### Cell density map, run 1

14 x 14 tiles, from white (low) to dark blue (high), 0 to 100% covered.
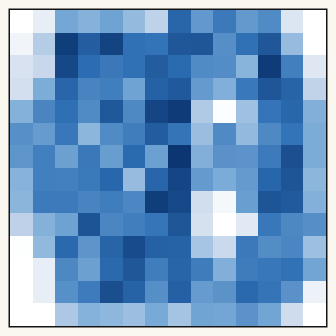
### Placement by cell class, run 1

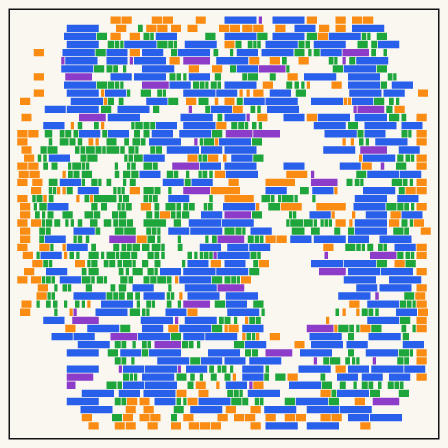
### Met3 routing, run 1

The bar under the picture is 50 um long.
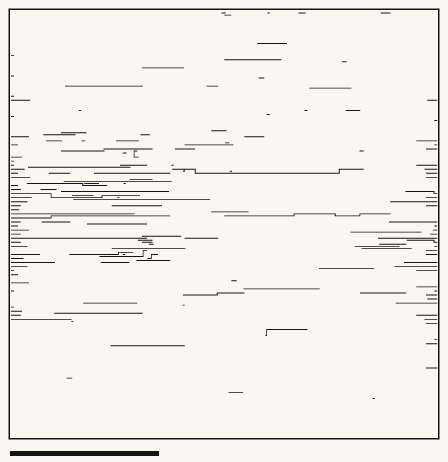
==> config.mk <==
export PLATFORM = sky130hd
export DESIGN_NAME = fetch_controller
export DESIGN_NICKNAME = d
export VERILOG_FILES = /design/src/rtl/fetch_controller.sv
export SDC_FILE = /design/constraint.sdc
export NUM_CORES = 1
export LEC_CHECK = 0
export ABC_CLOCK_PERIOD_IN_PS = 5900
export CAP_MARGIN = 20
export CORE_MARGIN = 2
export CORE_UTILIZATION = 47
export CTS_CLUSTER_DIAMETER = 100
export CTS_CLUSTER_SIZE = 10
export DETAILED_ROUTE_END_ITERATION = 7
export GPL_TIMING_DRIVEN = 0
export PLACE_DENSITY = 0.76
export SKIP_LAST_GASP = 1
export SLEW_MARGIN = 25
export SYNTH_ARGS = -nofsm -noshare
export SYNTH_HDL_FRONTEND = slang
export SYNTH_SLANG_ARGS = --single-unit
==> constraint.sdc <==
create_clock -name clk -period 5.9 [get_ports clk]
set_input_delay 0.885 -clock clk [delete_from_list [all_inputs] [get_ports clk]]
set_output_delay 0.885 -clock clk [all_outputs]
set_load 0.005 [all_outputs]
==> Flow_metrics.wiki, run 1 <==
=== Physical design figures ===
{| class="wikitable"
! Metric !! Value
|-
| Result of the run || finished, final reports clean
|-
| Pin count of the biggest net entering global routing || 23
|-
| First-pass detailed-route iteration total || 5
|-
| Register clock-pin slew on the reported worst setup and hold paths || 0.05 ns
|-
| Min Clock Period, post-route || 4.223 ns
|-
| Worst Path Required || 6.11 ns
|-
| Number of synthesized register bits || 231
|-
| Power per standard cell area || 281.9 nW/um^2
|-
| Total die size || 20590 um^2
|-
| TritonCTS clock tree || done
|-
| Placed Instances || 1231
|-
| Cells resized by post-CTS repair || 0
|-
| Placed cell area || 11320 um^2
|-
| Endpoint type of the worst setup path || flop
|-
| Mapped Avg Cell Area || 11.55 um^2
|-
| Violation tally from detailed-route iteration zero || 543
|-
| Detailed-route vias per instance || 5.233
|-
| Asr flop ratio synth || 0
|-
| Buffer depth of the longest clock path || 3
|-
| CP max stage cell || sky130_fd_sc_hd__nor4_1
|-
| Unrepaired setup endpoints after global routing || no
|-
| Worst slack after detailed placement || 1.715 ns
|-
| Antenna diode count || 0
|-
| Post-DP HPWL || 15180 um
|-
| Hold-fix buffers at CTS || 0
|-
| Most numerous logic cells after layout || sky130_fd_sc_hd__clkdlybuf4s50_1 (168), sky130_fd_sc_hd__edfxtp_1 (128), sky130_fd_sc_hd__nand2_1 (123), sky130_fd_sc_hd__dfxtp_1 (103), sky130_fd_sc_hd__o21ai_0 (80)
|-
| Number of clock sinks seen by CTS || 231
|-
| Max-cap check violation count || 0
|-
| Most instantiated flip-flop cell in the synthesis netlist || sky130_fd_sc_hd__edfxtp_1
|-
| Setup skew after layout || 0.01385 ns
|-
| Hold Path Cell Cnt || 0
|-
| Port-buffer cells || 168
|-
| Mapped Nets || 865
|-
| Global routing met2 resource utilization || 0.3579
|-
| Count of yosys warnings during synthesis || 0
|-
| Area Growth Syn to Fin || 32.12%
|-
| Slew of the pin with the lowest slew margin || 0.7825 ns
|-
| GRT Residual Overflow || 0
|-
| Static Leak || 0.004018 uW
|-
| Sequential element share of the synthesized area || 0.6458
|-
| Number of nets in the layout || 1068
|-
| Cell count in the Yosys report || 792
|-
| Root buf cell || sky130_fd_sc_hd__clkbuf_16
|-
| Most heavily used metal layer in global routing || met2
|-
| Top cell excl fill/tap || sky130_fd_sc_hd__clkdlybuf4s50_1
|-
| Worst slew margin || 0.4784
|-
| Number of distinct library cells after synthesis || 44
|-
| Routed wire length per instance || 17.01 um
|-
| Setup WS post-layout || 1.677 ns
|-
| Number of antenna-violating nets in the routed design || 0
|-
| Ordered list of cells on the worst path || nand4_1, nor4_1, nand4_1, mux2i_1, a211oi_1, nand4_4, buf_2, nor2_4, buf_12, buf_16
|-
| Peak supply drop || 0.1867 mV
|-
| Standard-cell row count || 51
|-
| DRC errors left || 0
|-
| YS chip area || 9145 um^2
|-
| Number of slew-limit violations in the final report || 0
|-
| Gpl congestion || 0.8920
|-
| Die outline height || 143.5 um
|}
Notes on 'Cell density map' above:
emptiest ninth of the die: bottom left
nearly empty tiles: 5.6%
mean over tiles: 57%
core outline area: 19270 um^2
fraction of the core area occupied by cells at floorplan: 0.4745
Final Core Density: 0.6270

Notes on 'Placement by cell class' above:
| colour | class | cells | share of their area |
|---|---|---|---|
| green | combinational and other logic | 517 | 26% |
| orange | remaining buffers and delay cells | 218 | 17% |
| purple | clock drivers and dummy loads | 48 | 6.5% |
| blue | sequential cells | 231 | 50% |
flop share of the area: 0.4888
summed area of non-filler cells in the final layout: 12080 um^2

Notes on 'Met3 routing' above:
main direction: horizontal
longest straight run: 48.3 um
post-detailed-routing wire length: 21760 um
met3 global-route usage: 0.04032
Vias: 6693

-- run 1: final cells by class --
cell class	instances	area, um^2	area share
well taps	265	331.6	0.02744
multi-input cells	505	3043	0.2518
flip-flops and latches	231	5906	0.4888
repair buffers	174	1832	0.1516
clock buffers	47	750.7	0.06213
inverters	12	45.04	0.003728
plain buffers	44	166.4	0.01377
clock inverters	1	8.758	0.0007249
-- run 1: synthesized netlist by cell type, types with 4 or more instances --
cell                         n  share of area
sky130_fd_sc_hd__nor2_1     23         0.0094
sky130_fd_sc_hd__nand2_1   123          0.050
sky130_fd_sc_hd__and3_1      7         0.0048
sky130_fd_sc_hd__and2_1     66          0.045
sky130_fd_sc_hd__nor4_1      8         0.0055
sky130_fd_sc_hd__dfxtp_1   103           0.23
sky130_fd_sc_hd__or3_1       8         0.0055
sky130_fd_sc_hd__a21oi_1    28          0.015
sky130_fd_sc_hd__nand4_1    13         0.0089
sky130_fd_sc_hd__clkbuf_1   36          0.015
sky130_fd_sc_hd__buf_1       7         0.0029
sky130_fd_sc_hd__a31oi_1     5         0.0034
sky130_fd_sc_hd__edfxtp_1  128           0.42
sky130_fd_sc_hd__o21ai_0    80          0.044
sky130_fd_sc_hd__inv_1      12         0.0049
sky130_fd_sc_hd__nor3_1      7         0.0038
sky130_fd_sc_hd__xor2_1      4         0.0038
sky130_fd_sc_hd__nand3_1    17         0.0093
sky130_fd_sc_hd__o31ai_1     5         0.0041
sky130_fd_sc_hd__mux2i_1    70          0.077
-- run 1: critical path, delay by kind of cell, from the launching register on --
kind            cells  cell delay, ns
compound gates      1            0.42
mux                 1            0.22
simple gates        5            2.02
flops               1            0.52
buf+inv             3            0.72
-- run 1: report_power, final --
group | internal [uW] | switching [uW] | total, uW
Combinational | 110 | 93.3 | 204
Sequential | 1720 | 30.6 | 1750
Clock | 853 | 595 | 1450
-- run 1: metrics by stage --
step,setup TNS [ns],total power (uW)
after floorplan,0,1859
after global placement,-259.97,1984
after detailed placement,0,1990
after CTS,0,3429
after global routing,0,3519
final,0,3406
-- run 1: cells by family after synthesis --
family                     share of synthesized area
adders and majority gates                   0.004105
DFF                                           0.6458
xor gates and xnor gates                    0.006704
muxes                                        0.07662
AOI/OAI and AO/OA                            0.08537
and+or+nand+nor                               0.1583
buffers and inverters                        0.02312
-- run 1: per-layer routing --
metal / wire (um) / vias to the layer above
met2: 10700 / 233
met1: 9005 / 3151
li1: - / 3271
met5: 0 / -
met3: 1535 / 38
met4: 519 / 0
### Where the registers sit, run 1

The bar under the picture is 50 um long.
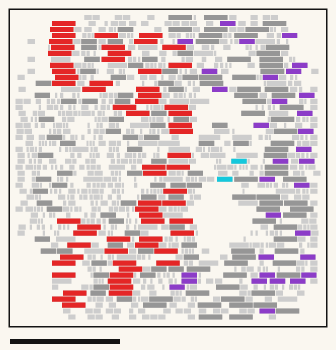

## Run 2: what changed since run 1
--- a/config.mk
+++ b/config.mk
@@ -5,15 +5,15 @@
 export SDC_FILE = /design/constraint.sdc
 export NUM_CORES = 1
 export LEC_CHECK = 0
-export ABC_CLOCK_PERIOD_IN_PS = 5900
+export ABC_CLOCK_PERIOD_IN_PS = 4300
 export CAP_MARGIN = 20
 export CORE_MARGIN = 2
-export CORE_UTILIZATION = 47
+export CORE_UTILIZATION = 52
 export CTS_CLUSTER_DIAMETER = 100
 export CTS_CLUSTER_SIZE = 10
 export DETAILED_ROUTE_END_ITERATION = 7
 export GPL_TIMING_DRIVEN = 0
-export PLACE_DENSITY = 0.76
+export PLACE_DENSITY = 0.79
 export SKIP_LAST_GASP = 1
 export SLEW_MARGIN = 25
 export SYNTH_ARGS = -nofsm -noshare
==> constraint.sdc (replaced) <==
create_clock -name clk -period 4.3 [get_ports clk]
set_input_delay 0.645 -clock clk [delete_from_list [all_inputs] [get_ports clk]]
set_output_delay 0.645 -clock clk [all_outputs]
set_load 0.005 [all_outputs]
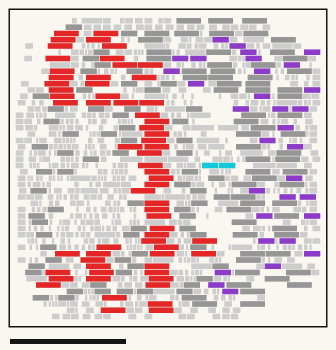
*Where the registers sit, run 2*
The bar under the picture is 50 um long.
| colour | netlist name | placed flops |
|---|---|---|
| red | buf_pc | 64 |
| cyan | count | 2 |
| purple | last_instr | 32 |
Final Core Density: 0.7032
Storage cell area: 5906 um^2
flop share of the area: 0.4872
sequential-cell power consumption: 2410 uW

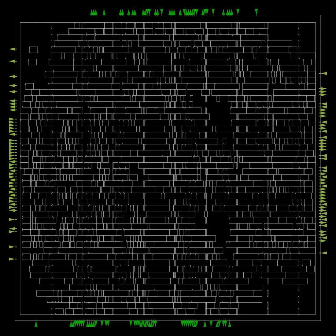
*Cell placement, run 2*
post-route non-filler standard cell count: 1245
tap cell instance count: 225
num sequential: 231
core outline area: 17240 um^2
Filler cells: 1247

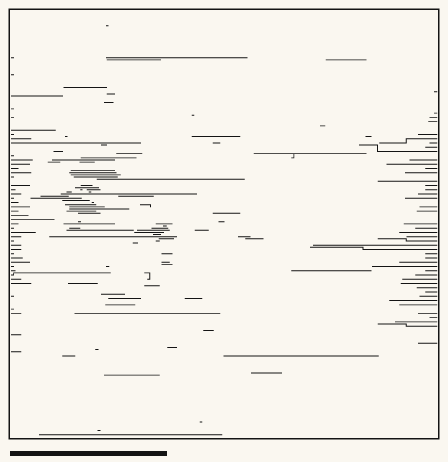
*Met3 routing, run 2*
The bar under the picture is 50 um long.
share of all routed wire: 7.3%
main direction: horizontal
nets with wire on the layer: 144
met3 global-route usage: 0.04037
post-detailed-routing wire length: 21640 um
Vias: 6754

==> run 2 against run 1 <==
Net effect:
- sequential share of layout area is 0.15 points lower
- power is 37% higher
- synthesized cell count stayed put
- register-to-register slack worse by 1.3 ns
- largest power group unchanged
- largest cell class unchanged
==> Flow_metrics.wiki, run 2 <==
=== Physical design figures ===
{| class="wikitable"
! Metric !! Value
|-
| Result of the run || finished, final reports clean
|-
| Detailed-route vias per instance || 5.425 (+3.7%)
|-
| YS chip area || 9145 um^2 (unchanged)
|-
| First-pass detailed-route iteration total || 5 (unchanged)
|-
| Endpoint type of the worst setup path || flop
|-
| Setup skew after layout || 0.01926 ns (+0.005410 ns)
|-
| Worst slew margin || 0.4802 (+0.001859)
|-
| Total die size || 18660 um^2 (-9.4%)
|-
| Worst Path Required || 4.69 ns (-1.42 ns)
|-
| Routed wire length per instance || 17.38 um (+2.2%)
|-
| Gpl congestion || 0.9177 (+2.9%)
|-
| Die outline height || 136.6 um (-4.8%)
|-
| Hold Path Cell Cnt || 0 (unchanged)
|-
| Largest cells by area || sky130_fd_sc_hd__edfxtp_1 (42%), sky130_fd_sc_hd__dfxtp_1 (23%), sky130_fd_sc_hd__mux2i_1 (7.7%), sky130_fd_sc_hd__nand2_1 (5.0%), sky130_fd_sc_hd__and2_1 (4.5%)
|-
| Mapped Nets || 865 (unchanged)
|-
| Max-cap check violation count || 0 (unchanged)
|-
| Post-DP HPWL || 14990 um (-1.2%)
|-
| Most instantiated flip-flop cell in the synthesis netlist || sky130_fd_sc_hd__edfxtp_1
|-
| Gate Area || 3049 um^2 (+0.21%)
|-
| Post-layout total power || 4674 uW (+37%)
|-
| Power per standard cell area || 385.6 nW/um^2 (+37%)
|-
| Violation tally from detailed-route iteration zero || 484 (-11%)
|-
| Top cell excl fill/tap || sky130_fd_sc_hd__clkdlybuf4s50_1
|-
| Number of slew-limit violations in the final report || 0 (unchanged)
|-
| Peak supply drop || 0.3466 mV (+86%)
|-
| Standard-cell row count || 48 (-5.9%)
|-
| Number of nets in the layout || 1073 (+0.47%)
|-
| Hold-fix buffers at CTS || 0 (unchanged)
|-
| Unrepaired setup endpoints after global routing || no
|-
| Mapped Avg Cell Area || 11.55 um^2 (unchanged)
|-
| Area fraction of the dominant cell type after synthesis || 0.4203 (unchanged)
|-
| Top cells by count || sky130_fd_sc_hd__edfxtp_1 (128), sky130_fd_sc_hd__nand2_1 (123), sky130_fd_sc_hd__dfxtp_1 (103)
|-
| Root buf cell || sky130_fd_sc_hd__clkbuf_16
|-
| Area Growth Syn to Fin || 32.54%
|-
| Pin count of the biggest net entering global routing || 20 (-13%)
|-
| Number of synthesized register bits || 231 (unchanged)
|-
| Register clock-pin slew on the reported worst setup and hold paths || 0.05 ns (about the same)
|}
==> run 2: per-stage QoR <==
| stage | hold WS, ns | util | cell area [um^2] | setup TNS [ns] | worst slack, ns |
|---|---|---|---|---|---|
| 4_1_cts | 0.4775 | 0.7012 | 12090 | 0 | 0.0008811 |
| 3_3_place_gp | 0.4548 | 0.6447 | 11110 | -227.69 | -1.782 |
| 5_1_grt | 0.4951 | 0.7032 | 12120 | 0 | 0.1498 |
| 2_1_floorplan | 0.4693 | - | 9150 | -21.04 | -0.1644 |
| 3_5_place_dp | 0.4646 | 0.6549 | 11290 | -0.3292 | -0.01852 |
| 6_report | 0.4825 | 0.7032 | 12120 | 0 | 0.3801 |
==> run 2: logic make-up after synthesis <==
group	share of synthesized area
fa+ha+maj	0.004105
simple gates	0.1583
buf+inv	0.02312
mux	0.07662
flops	0.6458
xor+xnor	0.006704
compound gates	0.08537
==> run 2: cell type report <==
type                       count  area share
clock buffer                  48     0.06225
multi-input combinational    505      0.2516
buffer                        44     0.01373
sequential                   231      0.4872
inverter                      12    0.003716
timing repair buffer         179      0.1575
tap                          225     0.02323
clock inverter                 1   0.0007226
==> run 2: report_power, final <==
group | total, uW | internal [uW] | switching (uW)
clock network | 1980 | 1170 | 810
registers | 2410 | 2360 | 43.3
logic | 281 | 154 | 128
total | 4670 | 3690 | 981
==> run 2: critical path, cell delays in order, from the launching register on <==
cell and delay, ns:
sky130_fd_sc_hd__dfxtp_1 0.53, sky130_fd_sc_hd__nand4_1 0.30, sky130_fd_sc_hd__or4_4 0.59, sky130_fd_sc_hd__nor4_1 0.35, sky130_fd_sc_hd__o211ai_1 0.18, sky130_fd_sc_hd__nor4_4 0.41
sky130_fd_sc_hd__nand4_4 0.24, sky130_fd_sc_hd__buf_2 0.30, sky130_fd_sc_hd__ha_1 0.31, sky130_fd_sc_hd__inv_1 0.04, sky130_fd_sc_hd__ha_1 0.18, sky130_fd_sc_hd__xor2_1 0.16
sky130_fd_sc_hd__xnor2_1 0.15, sky130_fd_sc_hd__nor2_1 0.05
==> run 2: repair_timing <==
action                                  in CTS  in global routing
buffers inserted                             3                  2
gates resized                                0                  1
endpoints found under the setup margin      19                 49
pin swaps                                    1                  1
==> run 2: per-layer routing <==
layer / wire length, um / global-route usage / share of wire
met2: 10500 / 0.3942 / 0.49
met4: 400 / 0.06019 / 0.018
met3: 1579 / 0.04037 / 0.073
met1: 9156 / 0.2965 / 0.42
met5: 0 / 0 / 0
No activity file was given, so power comes from the tool's default toggle rates.
